**Run 1: M1 wires**

Bar = 100 µm.
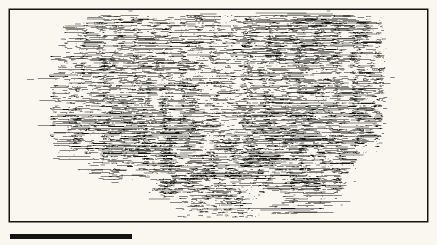
**Run 1: M2 wires**

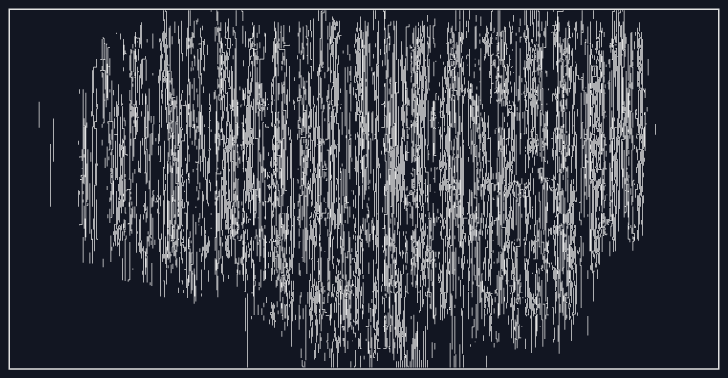
**Run 1: the metal 3 layer**

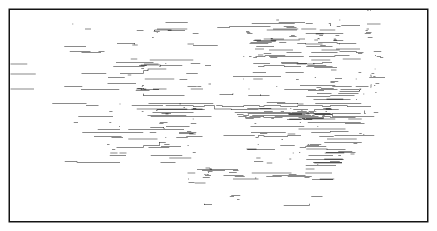
## config.mk

```make
export PLATFORM = sky130hd
export DESIGN_NAME = fsmc_mailbox
export DESIGN_NICKNAME = d
export VERILOG_FILES = /design/src/rtl/fsmc_mailbox_pkg.sv /design/src/rtl/fsmc_mailbox_fifo.sv /design/src/rtl/fsmc_mailbox.sv
export SDC_FILE = /design/constraint.sdc
export NUM_CORES = 1
export LEC_CHECK = 0
export ABC_CLOCK_PERIOD_IN_PS = 4700
export CORE_ASPECT_RATIO = 0.5
export CORE_MARGIN = 2
export CORE_UTILIZATION = 45
export CTS_CLUSTER_DIAMETER = 120
export CTS_CLUSTER_SIZE = 8
export DETAILED_ROUTE_END_ITERATION = 10
export PLACE_DENSITY = 0.73
export SLEW_MARGIN = 20
export SYNTH_ARGS = -nofsm -noshare
export SYNTH_HDL_FRONTEND = slang
export SYNTH_HIERARCHICAL = 1
export SYNTH_SLANG_ARGS = --single-unit
```

## constraint.sdc

```tcl
create_clock -name avs_clk -period 4.7 [get_ports avs_clk]
set_input_delay 0.94 -clock avs_clk [delete_from_list [all_inputs] [get_ports avs_clk]]
set_output_delay 0.94 -clock avs_clk [all_outputs]
set_load 0.005 [all_outputs]
```

## src/rtl/fsmc_mailbox_pkg.sv

```systemverilog
// Shared definitions for the FSMC mailbox: register offsets, STATUS/CTRL bit positions
// and the read-side state encoding.
package fsmc_mailbox_pkg;

  localparam logic [1:0] REG_DATA   = 2'd0;
  localparam logic [1:0] REG_STATUS = 2'd1;
  localparam logic [1:0] REG_CTRL   = 2'd2;
  localparam logic [1:0] REG_LEVEL  = 2'd3;

  localparam int unsigned ST_RX_EMPTY     = 0;
  localparam int unsigned ST_RX_FULL      = 1;
  localparam int unsigned ST_TX_EMPTY     = 2;
  localparam int unsigned ST_TX_FULL      = 3;
  localparam int unsigned ST_RX_UNDERFLOW = 4;
  localparam int unsigned ST_TX_OVERFLOW  = 5;
  localparam int unsigned ST_IRQ_EN       = 8;

  localparam int unsigned CTRL_CLEAR    = 0;
  localparam int unsigned CTRL_FLUSH_TX = 1;
  localparam int unsigned CTRL_FLUSH_RX = 2;
  localparam int unsigned CTRL_IRQ_EN   = 8;

  typedef enum logic [1:0] {
    RdIdle = 2'd0,
    RdS1   = 2'd1,
    RdS2   = 2'd2
  } rd_state_e;

  function automatic logic [15:0] pack_status(
    input logic rx_empty,
    input logic rx_full,
    input logic tx_empty,
    input logic tx_full,
    input logic rx_underflow,
    input logic tx_overflow,
    input logic irq_en
  );
    logic [15:0] s;
    s                  = '0;
    s[ST_RX_EMPTY]     = rx_empty;
    s[ST_RX_FULL]      = rx_full;
    s[ST_TX_EMPTY]     = tx_empty;
    s[ST_TX_FULL]      = tx_full;
    s[ST_RX_UNDERFLOW] = rx_underflow;
    s[ST_TX_OVERFLOW]  = tx_overflow;
    s[ST_IRQ_EN]       = irq_en;
    return s;
  endfunction

endpackage

```

## src/rtl/fsmc_mailbox_fifo.sv

```systemverilog
// Synchronous show-ahead FIFO with a registered head word, flush, count, empty and full.
module mailbox_fifo #(
  parameter int unsigned DEPTH_LOG2 = 4,
  parameter int unsigned WIDTH      = 16
) (
  input  logic                  clk,
  input  logic                  rst_n,
  input  logic                  push,
  input  logic [WIDTH-1:0]      wdata,
  input  logic                  pop,
  input  logic                  flush,
  output logic [WIDTH-1:0]      data,
  output logic [DEPTH_LOG2:0]   count,
  output logic                  empty,
  output logic                  full
);

  localparam int unsigned DEPTH = 1 << DEPTH_LOG2;
  localparam logic [DEPTH_LOG2-1:0] PTR_ONE = 1;
  localparam logic [DEPTH_LOG2:0]   CNT_ONE = 1;

  logic [WIDTH-1:0]      mem_q [DEPTH];
  logic [DEPTH_LOG2-1:0] wr_ptr_q, wr_ptr_d;
  logic [DEPTH_LOG2-1:0] rd_ptr_q, rd_ptr_d;
  logic [DEPTH_LOG2:0]   count_q, count_d;
  logic [WIDTH-1:0]      data_q, data_d;
  logic                  do_push, do_pop;

  assign empty = (count_q == '0);
  // Count never exceeds DEPTH, so the MSB alone marks full.
  assign full  = count_q[DEPTH_LOG2];
  assign count = count_q;
  assign data  = data_q;

  always_comb begin
    do_pop   = pop & ~empty & ~flush;
    do_push  = push & (~full | do_pop) & ~flush;
    wr_ptr_d = wr_ptr_q;
    rd_ptr_d = rd_ptr_q;
    count_d  = count_q;
    if (flush) begin
      wr_ptr_d = '0;
      rd_ptr_d = '0;
      count_d  = '0;
    end else begin
      if (do_push) wr_ptr_d = wr_ptr_q + PTR_ONE;
      if (do_pop)  rd_ptr_d = rd_ptr_q + PTR_ONE;
      case ({do_push, do_pop})
        2'b10:   count_d = count_q + CNT_ONE;
        2'b01:   count_d = count_q - CNT_ONE;
        default: count_d = count_q;
      endcase
    end
  end

  // The next head either comes from RAM or is the word being written into the head slot.
  always_comb begin
    if (flush) begin
      data_d = '0;
    end else if (do_push && (wr_ptr_q == rd_ptr_d)) begin
      data_d = wdata;
    end else begin
      data_d = mem_q[rd_ptr_d];
    end
  end

  always_ff @(posedge clk) begin
    if (do_push) mem_q[wr_ptr_q] <= wdata;
  end

  always_ff @(posedge clk or negedge rst_n) begin
    if (!rst_n) begin
      wr_ptr_q <= '0;
      rd_ptr_q <= '0;
      count_q  <= '0;
      data_q   <= '0;
    end else begin
      wr_ptr_q <= wr_ptr_d;
      rd_ptr_q <= rd_ptr_d;
      count_q  <= count_d;
      data_q   <= data_d;
    end
  end

endmodule

```

## src/rtl/fsmc_mailbox.sv

```systemverilog
// Avalon-MM 16-bit slave behind the FSMC master: MCU writes feed a TX stream FIFO, MCU reads
// drain an RX stream FIFO, plus status, sticky errors, flush control and a level interrupt.
module fsmc_mailbox
  import fsmc_mailbox_pkg::*;
#(
  parameter int unsigned DEPTH_LOG2 = 4
) (
  input  logic        avs_clk,
  input  logic        avs_reset_n,
  input  logic [31:0] avs_addr,
  input  logic        avs_rd,
  input  logic        avs_wr,
  input  logic [15:0] avs_wdata,
  output logic [15:0] avs_rdata,
  output logic        avs_rdvalid,
  output logic        avs_wait,
  output logic [15:0] tx_data,
  output logic        tx_valid,
  input  logic        tx_ready,
  input  logic [15:0] rx_data,
  input  logic        rx_valid,
  output logic        rx_ready,
  output logic        irq
);

  logic [1:0]          reg_sel;
  logic                unused_addr;
  rd_state_e           rd_state_q, rd_state_d;
  logic                rd_accept, wr_data, wr_ctrl;
  logic                tx_push, tx_pop, tx_flush, tx_empty, tx_full;
  logic                rx_push, rx_pop, rx_flush, rx_empty, rx_full;
  logic [DEPTH_LOG2:0] tx_count, rx_count;
  logic [15:0]         rx_head;
  logic                sticky_clr, ovf_err, unf_err;
  logic                tx_overflow_q, tx_overflow_d;
  logic                rx_underflow_q, rx_underflow_d;
  logic                irq_en_q, irq_en_d, irq_q;
  logic [15:0]         rd_mux, snap_q, rdata_q, rdata_d;
  logic                rdvalid_q, rdvalid_d;

  assign reg_sel     = avs_addr[2:1];
  assign unused_addr = ^{avs_addr[31:3], avs_addr[0]};

  assign rd_accept = avs_rd & (rd_state_q == RdIdle);
  assign avs_wait  = avs_rd & (rd_state_q != RdIdle);
  assign wr_data   = avs_wr & (reg_sel == REG_DATA);
  assign wr_ctrl   = avs_wr & (reg_sel == REG_CTRL);

  assign tx_valid = ~tx_empty;
  assign tx_pop   = tx_valid & tx_ready;
  assign tx_push  = wr_data;
  assign tx_flush = wr_ctrl & avs_wdata[CTRL_FLUSH_TX];

  assign rx_pop   = rd_accept & (reg_sel == REG_DATA) & ~rx_empty;
  // A full RX still takes a word when the MCU pops in the same cycle.
  assign rx_ready = ~rx_full | rx_pop;
  assign rx_push  = rx_valid & rx_ready;
  assign rx_flush = wr_ctrl & avs_wdata[CTRL_FLUSH_RX];

  assign sticky_clr = wr_ctrl & avs_wdata[CTRL_CLEAR];
  assign ovf_err    = wr_data & tx_full & ~tx_pop;
  assign unf_err    = rd_accept & (reg_sel == REG_DATA) & rx_empty;

  // A new error in the same cycle as a clear keeps the flag set.
  assign tx_overflow_d  = (tx_overflow_q & ~sticky_clr) | ovf_err;
  assign rx_underflow_d = (rx_underflow_q & ~sticky_clr) | unf_err;
  assign irq_en_d       = wr_ctrl ? avs_wdata[CTRL_IRQ_EN] : irq_en_q;

  mailbox_fifo #(
    .DEPTH_LOG2 (DEPTH_LOG2),
    .WIDTH      (16)
  ) u_tx_fifo (
    .clk   (avs_clk),
    .rst_n (avs_reset_n),
    .push  (tx_push),
    .wdata (avs_wdata),
    .pop   (tx_pop),
    .flush (tx_flush),
    .data  (tx_data),
    .count (tx_count),
    .empty (tx_empty),
    .full  (tx_full)
  );

  mailbox_fifo #(
    .DEPTH_LOG2 (DEPTH_LOG2),
    .WIDTH      (16)
  ) u_rx_fifo (
    .clk   (avs_clk),
    .rst_n (avs_reset_n),
    .push  (rx_push),
    .wdata (rx_data),
    .pop   (rx_pop),
    .flush (rx_flush),
    .data  (rx_head),
    .count (rx_count),
    .empty (rx_empty),
    .full  (rx_full)
  );

  always_comb begin
    rd_mux = '0;
    case (reg_sel)
      REG_DATA:   rd_mux = rx_empty ? 16'h0000 : rx_head;
      REG_STATUS: rd_mux = pack_status(rx_empty, rx_full, tx_empty, tx_full,
                                       rx_underflow_q, tx_overflow_q, irq_en_q);
      REG_CTRL:   rd_mux[CTRL_IRQ_EN] = irq_en_q;
      REG_LEVEL:  rd_mux = {8'(tx_count), 8'(rx_count)};
      default:    rd_mux = '0;
    endcase
  end

  always_comb begin
    rd_state_d = rd_state_q;
    rdata_d    = rdata_q;
    rdvalid_d  = 1'b0;
    case (rd_state_q)
      RdIdle: if (avs_rd) rd_state_d = RdS1;
      RdS1: begin
        rd_state_d = RdS2;
        rdata_d    = snap_q;
        rdvalid_d  = 1'b1;
      end
      RdS2:    rd_state_d = RdIdle;
      default: rd_state_d = RdIdle;
    endcase
  end

  always_ff @(posedge avs_clk or negedge avs_reset_n) begin
    if (!avs_reset_n) begin
      rd_state_q     <= RdIdle;
      snap_q         <= '0;
      rdata_q        <= '0;
      rdvalid_q      <= 1'b0;
      tx_overflow_q  <= 1'b0;
      rx_underflow_q <= 1'b0;
      irq_en_q       <= 1'b0;
      irq_q          <= 1'b0;
    end else begin
      rd_state_q     <= rd_state_d;
      if (rd_accept) snap_q <= rd_mux;
      rdata_q        <= rdata_d;
      rdvalid_q      <= rdvalid_d;
      tx_overflow_q  <= tx_overflow_d;
      rx_underflow_q <= rx_underflow_d;
      irq_en_q       <= irq_en_d;
      irq_q          <= irq_en_q & ~rx_empty;
    end
  end

  assign avs_rdata   = rdata_q;
  assign avs_rdvalid = rdvalid_q;
  assign irq         = irq_q;

endmodule

```

==> qor.yml, run 1 <==
final_nets: 2042
drtIter0Drc: 1893
p_switching_uw: 6670
drv_cap: 0
p_clk_uw: 5680
synth_cell_types: 78
antenna_found_initial: 1
async_flop_share: 0.159
grt_pass1_vias: 16194
total_power_uw: 19000
antenna_left: 0
numSynthFlops: 609
regToRegSetupSlack_ps: 550
dp_hpwl_um: 36700
fillCellCount: 4314
num_rows: 61
warnings: 66
finalClockPeriodUsage: 0.882
muxShareOfSynthArea: 0.0476
rr_endpoint: "u_tx_fifo/data[12]"
ys_seq_share: 0.698
grt-ovfl-total: 0
fin_cells: 2769
r2r_start: "u_tx_fifo/count[4]"
comb_power_uw: 6530
synth-simple-area-share: 0.0634
dieArea_um2: 58700
yosys-top-cells-count: "edfxtp_1 (512), nand2_1 (175), mux2i_1 (119)"
worstSkewPairLatency_ps: 620
htreeDepth: 3
grt_start_max_net_pins: 77
power.share.switching: 0.351
num_io_pins: 107
hold_ws_ps: 464
synthDominantCellAreaShare: 0.603
gp_congestion: 0.823
final_cell_mix: "edfxtp_1 (512), nand2_1 (174), mux2i_1 (118), a21oi_1 (98), dfrtp_1 (97)"
grt_pass1_wl_um: 96200
synth_area_leader_cell: "edfxtp_1"
power_sequential_uw: 6770
cts_hold_buf: 0
yosys_area_um2: 25500
power_leader: "registers"
ff_latch_area_um2: 17800
reg2reg_depth: 10
min_to: "snap_q[15]"
setup-violations-final: 0
drive_gt1_frac: 0.123
die_h_um: 172
ys.flop_type: "edfxtp_1"
tightest_slew_ps: 992
finish.utilization: 0.542
endpoint_kind: "register"
edf_count: 512
crit_start: "u_tx_fifo/count[4]"
final_common_cell: "edfxtp_1"
cts.sinks: 609
ys_top_cells_by_area: "edfxtp_1 (60%), dfrtp_1 (9.5%), mux2i_1 (4.7%), nand2_1 (2.6%), a21oi_1 (1.9%)"
aoi_share: 0.143
clock_skew_ps: 27.9
top_logic_kind: "AND-OR/OR-AND gates"
die_width_um: 341
wl_met2_um: 31000
core_um2: 55800
hold_depth: 1
endpoint: "u_tx_fifo/data[12]"
io_buffers: 76
status: "complete, no violations"
wl_met1_um: 26100
power_per_cell_area_nw_per_um2: 628
reg_top3: "u_rx_fifo/mem_q (256), u_tx_fifo/mem_q (256)"
area_delta_synth_final_pct: 18.5
startpoint_type: "register"
slew_headroom: 0.339
initCoreUtil: 0.457
layout_min_cycle_time_ps: 4150
most_common_cell: "edfxtp_1"
required_ps: 5210
cts_root_buf: "clkbuf_16"
cts_tree: "yes"
seq_power_share: 0.357
ir_drop_v: 0.000357
Back to the opening pictures, 'M1 wires':
share of all routed wire: 41%
nets with wire on the layer: 1,926
wire length on this layer: 26.1 mm
main direction: horizontal
via count: 16,588
total wire length: 63,500 µm
met1 Usage GRT: 0.288

Back to the opening pictures, 'M2 wires':
nets with wire on the layer: 1,661
wire length on this layer: 31.0 mm
GR Util met2: 0.360

Back to the opening pictures, 'the metal 3 layer':
nets with wire on the layer: 174
share of all routed wire: 7.8%
main direction: horizontal
wire length on this layer: 4,930 µm
longest straight run: 67.4 µm
met3 usage: 0.0391

[run 1: critical path, stage by stage, from the launching register on]
cell       delay, ps
dfrtp_1          630
or2_2            300
nor2_1            90
nor2b_1          380
inv_1            220
a21oi_1          630
mux2i_4          380
inv_1            340
a2111oi_0        660
a311oi_1         110
o31ai_1          310
[run 1: final cells by class]
cell class              instances  share of cell area
multi-input cells            1031               0.233
flip-flops and latches        609               0.589
well taps                     756              0.0313
inverters                      41             0.00518
clock inverters                 8             0.00497
repair buffers                184              0.0585
clock buffers                 140              0.0779
[run 1: stage by stage]
step           setup slack (ps)  instance area, µm²
6_report                    553               30200
5_1_grt                     382               30200
4_1_cts                     661               30200
3_5_place_dp                166               27700
3_3_place_gp                236               27700
2_1_floorplan               818               25500
**Run 1: M4 wires**

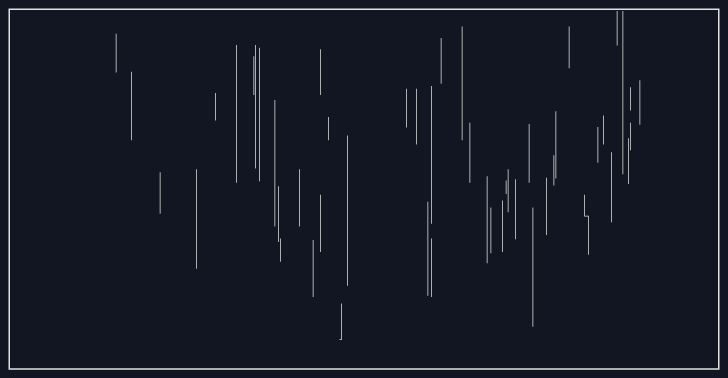

==> run 1 -> run 2 <==
- CORE_UTILIZATION: 45 -> 61
- CTS_CLUSTER_SIZE: 8 -> 28
- PLACE_DENSITY: 0.73 -> 0.91
**Run 2: M4 wires**

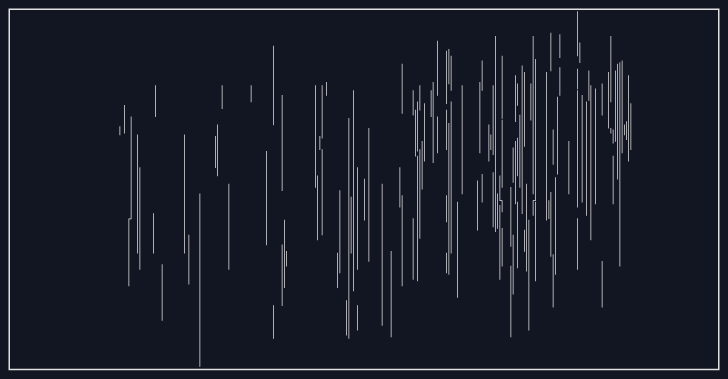
main direction: vertical
longest straight run: 91.1 µm
total wire length: 65,400 µm
via count: 17,296

**Run 2: M1 wires**

Bar = 100 µm.
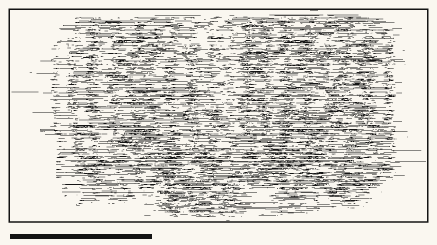
share of all routed wire: 35%
main direction: horizontal
met1 Usage GRT: 0.376

**Run 2: routing congestion**

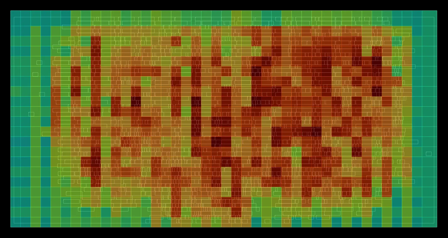
GRT Max-Usage Layer: met2
met3 usage: 0.0538
GR Util met2: 0.500
routed length per instance: 26.6 µm

==> run 2 against run 1 <==
  * Routed wire length up 2.9%
  * Fmax down 1.8%
  * Critical path type unchanged
  * Sequential power is essentially flat
  * Die size fell by 26%
  * Combinational power rose by 2%
  * Count of clock-buffer cells in the layout shrank 96
  * Largest cell class unchanged
  * Critical path depth grew 4
  * Critical endpoint is now u_tx_fifo/data[4]
==> qor.yml, run 2 <==
synthCells: 1810
final_common_cell: "edfxtp_1"
ys_sh_xor: 0.00922
clkbuf_count: 44
final_nets: 1987
grt_pass1_vias: 17124
antenna_found_initial: 1
most_common_cell: "edfxtp_1"
synth_area_leader_cell: "edfxtp_1"
startpoint_type: "register"
placed_area_um2: 27400
aoi_share: 0.143
ir_drop_v: 0.000382
top_logic_kind: "AND-OR/OR-AND gates"
cp_num_cells: 14
cts_root_buf: "clkbuf_16"
slew_headroom: 0.238
clockBufferDepth: 3
drv_slew: 0
inv_count: 41
grtUsageTotal: 0.298
reg2reg_depth: 14
cts_resized: 0
endpoint_kind: "register"
drv_cap: 0
tightest_slew_ps: 1140
hold_ws_ps: 393
cts_tree: "yes"
htreeDepth: 1
finish.utilization: 0.687
power_per_cell_area_nw_per_um2: 571
status: "complete, no violations"
synth-simple-area-share: 0.0634
hold_path.class: "in -> async"
rr_endpoint: "u_tx_fifo/data[4]"
crit_fanout: 13
dr.pass1.iters: 6
fillCellCount: 2457
grt_start_max_net_pins: 65
finalClockPeriodUsage: 0.899
adder_share: 0.00932
ys.flop_type: "edfxtp_1"
edf_count: 512
die_width_um: 293
post_cts_buffers: 0
num_rows: 52
warnings: 66
required_ps: 5160
dp_hpwl_um: 39300
total_power_uw: 16000
clock_skew_ps: 13.6
drive_gt1_frac: 0.0929
muxShareOfSynthArea: 0.0476
ys_seq_share: 0.698
flop-count: 609
area_delta_synth_final_pct: 10.1
clk_share: 0.0254
synth_nets: 1899
setup-violations-final: 0
fin_cells: 2457
synth_cell_types: 78
ys_top_cells_by_area: "edfxtp_1 (60%), dfrtp_1 (9.5%), mux2i_1 (4.7%), nand2_1 (2.6%), a21oi_1 (1.9%)"
crit_chain: "or2_2 -> nor2_1 -> buf_4 -> nor2b_1 -> inv_1 -> a21oi_1 -> buf_4 -> o311a_2 -> buf_4 -> a211oi_1 -> a2111oi_0 -> buf_4 -> a311oi_1 -> o31ai_1"
design_area_um2: 28100
nWellTaps: 540
yosys-top-cells-count: "edfxtp_1 (512), nand2_1 (175), mux2i_1 (119)"
async_flop_share: 0.159
critPathMaxStageDelay_ps: 670
antenna_left: 0
fin_ws_ps: 477
cpMostUsedCell: "buf_4"
comb_share: 0.250
io_buffers: 76
ff_latch_area_um2: 17800
comb_area_um2: 7020
die_h_um: 149
core_um2: 40900
crit_start: "u_tx_fifo/count[4]"
dp_slack_ps: 175
seq_share: 0.634
syn_area_per_cell_um2: 14.1
yosys_area_um2: 25500
slowest_stage: "dfrtp_1"
initCoreUtil: 0.624
r2r_start: "u_tx_fifo/count[4]"
num_io_pins: 107
cp_top_family: "AND-OR/OR-AND gates"
cts_hold_buf: 0
layout_min_cycle_time_ps: 4220
comb_cells: 1031
cts.sinks: 609
regToRegSetupSlack_ps: 480
buf_share: 0.0610
cp.buffers_inverters: 5
final_cell_mix: "edfxtp_1 (512), nand2_1 (174), mux2i_1 (118), buf_4 (107), a21oi_1 (98)"
synthDominantCellAreaShare: 0.603
worstSkewPairLatency_ps: 600
reg_top3: "u_rx_fifo/mem_q (256), u_tx_fifo/mem_q (256)"
drtIter0Drc: 2368
gp_congestion: 0.858
numSynthFlops: 609
path_clk_slew_ps: 110
endpoint: "u_tx_fifo/data[4]"
final_hold_viol_count: 0
tns_ps: 0
dieArea_um2: 43600
largest_cell_class: "sequential cells"
nNonClkBuffers: 190
grt-ovfl-total: 0
grt_pass1_wl_um: 98300
-- run 2: worst reg2reg max path, cell delays in order, from the launching register on --
cell and delay [ps]:
dfrtp_1 670, or2_2 290, nor2_1 70, buf_4 160
nor2b_1 290, inv_1 190, a21oi_1 200, buf_4 190
o311a_2 440, buf_4 280, a211oi_1 100, a2111oi_0 540
buf_4 200, a311oi_1 40, o31ai_1 420
-- run 2: layer usage --
metal,share of wire,vias up
met5,0.00018,-
met4,0.058,2
met3,0.11,311
met2,0.48,1360
met1,0.35,8394
li1,-,7229
-- run 2: where the power goes --
| group | switching (µW) | total [µW] | internal [µW] |
|---|---|---|---|
| Clock | 1570 | 2600 | 1030 |
| Combinational | 4250 | 6680 | 2430 |
| Sequential | 385 | 6760 | 6370 |
**Run 2: the metal 3 layer**

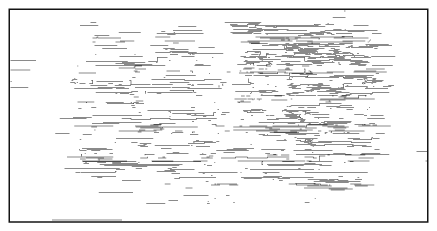

==> run 2 -> run 3 <==
- MAX_ROUTING_LAYER: unset -> met4
- SLEW_MARGIN: 20 -> 10
**Run 3: the metal 3 layer**

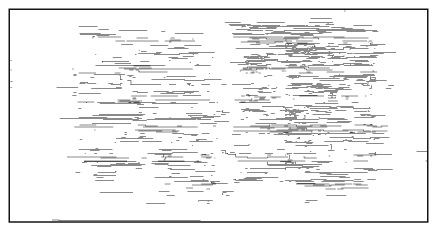
wire length on this layer: 7,230 µm
share of all routed wire: 11%
longest straight run: 99.4 µm
met3 usage: 0.0495
via count: 17,254
total wire length: 65,400 µm

**Run 3: M1 wires**

Bar = 100 µm.
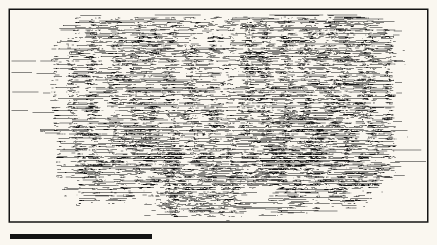
share of all routed wire: 35%
nets with wire on the layer: 1,872
wire length on this layer: 23.0 mm
main direction: horizontal
met1 Usage GRT: 0.381

==> run 3 against run 2 <==
  * Routed wire length about the same
  * Critical path depth unchanged
  * Clock power about the same
  * Sequential share of layout area about the same
  * Sequential cell count unchanged
  * Via count decreased by 0.24%
  * Non-clock buffer count unchanged
  * Largest cell class unchanged
  * Highest routed layer is now met4
==> qor.yml, run 3 <==
wl_met3_um: 7230
io_buffers: 76
cts_resized: 0
largest_cell_class: "sequential cells"
design_area_um2: 28100
num_io_pins: 107
clkbuf_count: 44
adder_share: 0.00932
syn_area_per_cell_um2: 14.1
p_int_uw: 9830
inv_count: 41
antenna_found_initial: 1
final_nets: 1987
placed_area_um2: 27400
clk_share: 0.0254
cts_root_buf: "clkbuf_16"
tightest_slew_ps: 1130
muxShareOfSynthArea: 0.0476
numSynthFlops: 609
grt_busiest_layer: "met2"
yosys_area_um2: 25500
hold_ws_ps: 397
dr.pass1.iters: 9
total_power_uw: 16100
status: "complete, no violations"
synth-simple-area-share: 0.0634
startpoint_type: "register"
die_h_um: 149
ys_sh_xor: 0.00922
aoi_share: 0.143
buf_share: 0.0610
core_um2: 40900
grt_pass1_wl_um: 98400
ir_drop_v: 0.000390
drive_gt1_frac: 0.0929
edf_count: 512
final_hold_viol_count: 0
initCoreUtil: 0.624
comb_cells: 1031
seq_share: 0.634
ys_seq_share: 0.698
drtIter0Drc: 2543
crit_start: "u_tx_fifo/count[4]"
num_rows: 52
required_ps: 5160
dp_slack_ps: 175
reg_top3: "u_rx_fifo/mem_q (256), u_tx_fifo/mem_q (256)"
tns_ps: 0
path_clk_slew_ps: 110
seq_power_share: 0.421
synthDominantCellAreaShare: 0.603
ff_latch_area_um2: 17800
grt_start_max_net_pins: 65
cts_tree: "yes"
synth_cell_types: 78
synth_area_leader_cell: "edfxtp_1"
fin_ws_ps: 480
async_flop_share: 0.159
grt_pass1_vias: 17049
reg2reg_depth: 14
ys_top_cells_by_area: "edfxtp_1 (60%), dfrtp_1 (9.5%), mux2i_1 (4.7%), nand2_1 (2.6%), a21oi_1 (1.9%)"
comb_area_um2: 7020
p_clk_uw: 2610
synthCells: 1810
comb_share: 0.250
clock_skew_ps: 19.6
endpoint_kind: "register"
wl_met2_um: 31500
fillCellCount: 2456
p_comb_frac: 0.417
layout_min_cycle_time_ps: 4220
area_delta_synth_final_pct: 10.1
warnings: 66
crit_fanout: 13
setup-violations-final: 0
**Run 3: routing congestion**

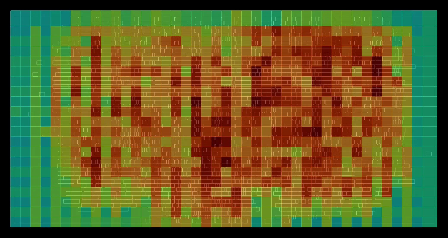
GR Util met2: 0.498
final core utilization: 0.687
routed length per instance: 26.6 µm
Tot GR Track Use: 0.308

==> run 3: worst max path at each step <==
stage	end	cells after the start
floorplan	u_rx_fifo/data[10]	16
global placement	u_tx_fifo/data[4]	12
detailed placement	u_tx_fifo/data[4]	12
CTS	u_tx_fifo/data[4]	14
global route	u_tx_fifo/data[4]	14
finish	u_tx_fifo/data[4]	14
==> run 3: critical path, stage by stage, from the launching register on <==
cell and delay [ps]:
dfrtp_1 680, or2_2 290, nor2_1 70, buf_4 160, nor2b_1 300, inv_1 200, a21oi_1 200, buf_4 190
o311a_2 430, buf_4 280, a211oi_1 100, a2111oi_0 510, buf_4 200, a311oi_1 40, o31ai_1 410
No activity file was given, so power comes from the tool's default toggle rates.
